==> config.mk <==
export PLATFORM = sky130hd
export DESIGN_NAME = conv_fetch_scheduler
export DESIGN_NICKNAME = d
export VERILOG_FILES = /design/src/rtl/conv_fetch_scheduler.sv
export SDC_FILE = /design/constraint.sdc
export NUM_CORES = 1
export LEC_CHECK = 0
export CELL_PAD_IN_SITES_DETAIL_PLACEMENT = 1
export CELL_PAD_IN_SITES_GLOBAL_PLACEMENT = 2
export CORE_MARGIN = 2
export CORE_UTILIZATION = 29
export CTS_BUF_LIST = sky130_fd_sc_hd__clkbuf_16
export CTS_CLUSTER_DIAMETER = 120
export DETAILED_ROUTE_END_ITERATION = 16
export PLACE_DENSITY = 0.87
export RECOVER_POWER = 100
export SLEW_MARGIN = 30
export SYNTH_ARGS = -nofsm -noshare
export SYNTH_HDL_FRONTEND = slang
export SYNTH_SLANG_ARGS = --single-unit
==> constraint.sdc <==
create_clock -name i_clk -period 4.8 [get_ports i_clk]
set_clock_uncertainty 0.1 [all_clocks]
set_input_delay 0.96 -clock i_clk [delete_from_list [all_inputs] [get_ports i_clk]]
set_output_delay 0.96 -clock i_clk [all_outputs]
set_load 0.01 [all_outputs]
==> images/density.png <==
(4 px per um) The die is cut into 10 by 10 equal tiles; dark blue is low, red is high, 0 to 100% covered.
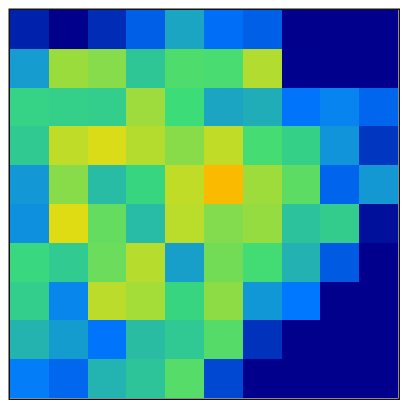
17% of the tiles are nearly empty. The mean over all tiles is 36%. The densest ninth of the die: centre. The emptiest ninth of the die: south-east. The fullest tile reaches 79%. 1.0% of the tiles are over 75% full.
end-of-flow core utilization: 42.7%
CORE AREA: 8300 um2
FP Core Util: 30.3%

==> images/clock_map.png <==
(4 px per um)
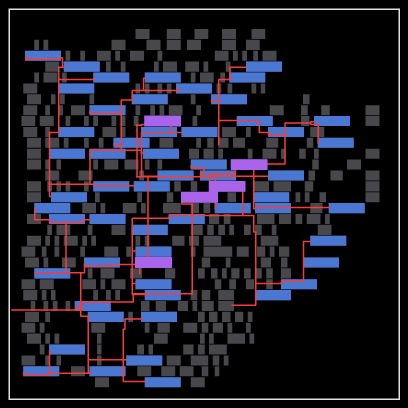
Key: flip-flops = blue [count 55]; clock wires = red [length 734 um]; cells driving clock nets = purple [count 5]
There are 6 routed clock nets.
Clk power: 0.378 mW
Clk network pwr share: 20.8%

==> images/port_nets.png <==
(3 px per um)
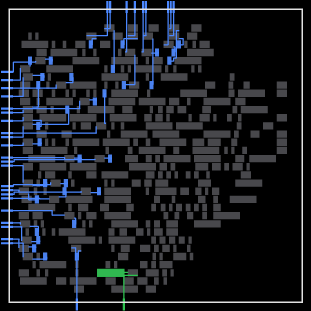
Key: i_rom_data = blue [bits 32, direction input, edge 22 west, 9 north, 1 south, end cells 32, buffers 32, wire 580 um]; o_busy = green [bits 1, direction output, edge south, end cells 1, buffers 1, wire 14.3 um]
number of port buffers: 80
IO Pins: 81

==> images/final_congestion.png <==
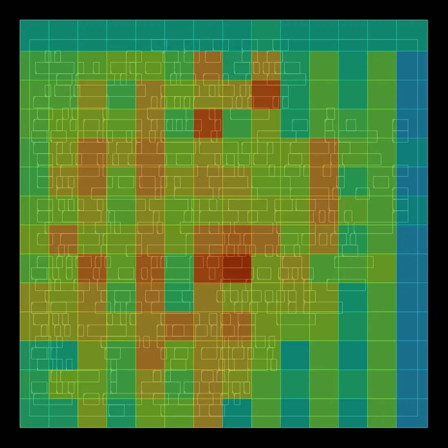
routing usage on met2: 21.5%
gr busiest metal: met2
Wirelength per Cell: 14.6 um
met1 Use GR: 19.6%
total global-route track usage: 14.5%

==> reports/metrics.cfg <==
[route]
viasPerCell = 4.84
ant_nets = 0
drc = 0
drt_iter0_markers = 112
vias = 2208

[placement]
placed_cells = 448
place_ws_ns = 1.65
dpl-instance-area_um2 = 3400
gp_congestion = 0.827

[critical_path]
cp_slowest_cell = clkbuf_1
start_kind = input port
crit_required_ns = 4.82
regToRegSetupSlack_ns = 2.17
crit_type = input port to flop
cp.arrival_ns = 3.28
end_kind = flop
cp_cell_sequence = dlygate4sd3_1 -> nand2b_1 -> nand2_1 -> clkbuf_1 -> o21ai_0
path_max_fanout = 36

[die]
die-height_um = 97.1
die-area_um2 = 9430
die_w_um = 97.1
rows = 33

[clock_network]
insertion_delay_ns = 0.29
cts_inserted_buffers = 5
cts_tree = done
clock_path_buffers = 2
clockRootBuffer = clkbuf_16

[final_timing]
slew_violations = 68
post-route-period-util_pct = 67.9
worstMarginPinSlew_ns = 1.68
worst_slack_ns = 1.54
setup_viol = 0
fin_setup_tns_ns = 0

[yosys]
edf_count = 0
synthDistinctLibCells = 38
top_area_cell = dfrtp_1
syn_area_per_cell_um2 = 9.31
netlist_area_um2 = 2510
ys_cells = 270
syn_inst = 270
synthArstFlopShare_pct = 100
flop_cell = dfrtp_1
synth_top_area_share_pct = 54.7
synth_flops = 55
top_cells_by_count = 106 x nand2_1, 55 x dfrtp_1, 11 x nand3_1, 11 x o21ai_0
synth_warnings = 0
synth_chip_area_um2 = 2510
synth_nets = 314

[pwr]
p_per_area_nw_per_um2 = 513
power_mw = 1.82
p_leak_nw = 1.74
ir_drop_uv = 233
p_sw_share_pct = 36.4
power_frac_seq_pct = 39.8

[global_route]
grt_pass1_wl_mm = 11.3
grt_pass1_vias = 2304
grt_max_degree = 37
grt.overflow.total = 0
grt_antenna_before_repair = 0

[outcome]
status = complete, but fails checks
violations = max-capacitance violations, max-slew violations

[min_path]
hold-path-cell-count = 2
hp-class = flop to flop

[finish]
regArea_um2 = 1380
nets = 394
synthToLayoutAreaGrowth_pct = 40.8
largest_reg_flops = 32
n_antenna_cell = 0
drive_above_1_share_pct = 5.13
fillers = 950
logic_area_um2 = 1040

[run]
maxCapViolations = 2
warnings = 30

[power by group through the flow]
| stage | combinational, mW | sequential, mW | clock, mW |
|---|---|---|---|
| after global placement | 0.762 | 0.735 | 0 |
| after floorplan | 0.312 | 0.787 | 0 |
| after detailed placement | 0.782 | 0.734 | 0 |
| after CTS | 0.786 | 0.732 | 0.390 |
| after global routing | 0.797 | 0.751 | 0.410 |
| final | 0.715 | 0.723 | 0.378 |
[layout make-up]
class | instances | share of cell area [%]
Clock buffer | 5 | 3.53
Clock inverter | 3 | 0.777
Inverter | 9 | 0.954
Multi-Input combinational cell | 197 | 29.5
Sequential cell | 55 | 38.9
Tap cell | 105 | 3.71
Timing Repair Buffer | 82 | 22.7
[kinds of logic (layout without fill, tap and decap cells)]
family	Yosys count	count (layout)	synth area share, %
mux	3	3	1.24
fa+ha+maj	8	8	3.98
compound gates	47	47	13.4
flops	55	55	54.7
buf+inv	18	99	3.48
simple gates	139	139	23.1
[cell usage in the layout (no fill, tap or decap), drive strengths merged, types with 3 or more instances in the layout]
cell type      instances
nand3                 11
nor3                   3
o31ai                  4
a211oi                 3
o21ai                 11
a21o                   8
a21oi                  9
inv                   10
dlygate4sd3           46
dfrtp                 55
ha                     8
nor2                   6
clkbuf                 8
clkdlybuf4s50         33
and3                   3
a22o                   4
nand2                107
[critical path, delay by kind of cell]
kind,cells,cell delay [ns]
buf+inv,2,1.75
simple gates,2,0.36
compound gates,1,0.19
[layer usage]
| layer | GRT usage, % | vias to the layer above | share of wire, % |
|---|---|---|---|
| met5 | 0 | - | 0 |
| met4 | 4.12 | 0 | 1.5 |
| met3 | 5.68 | 10 | 9.1 |
| met2 | 21.5 | 67 | 45 |
| met1 | 19.6 | 1071 | 45 |
| li1 | - | 1060 | - |
Power is estimated from default activity; no workload was simulated.
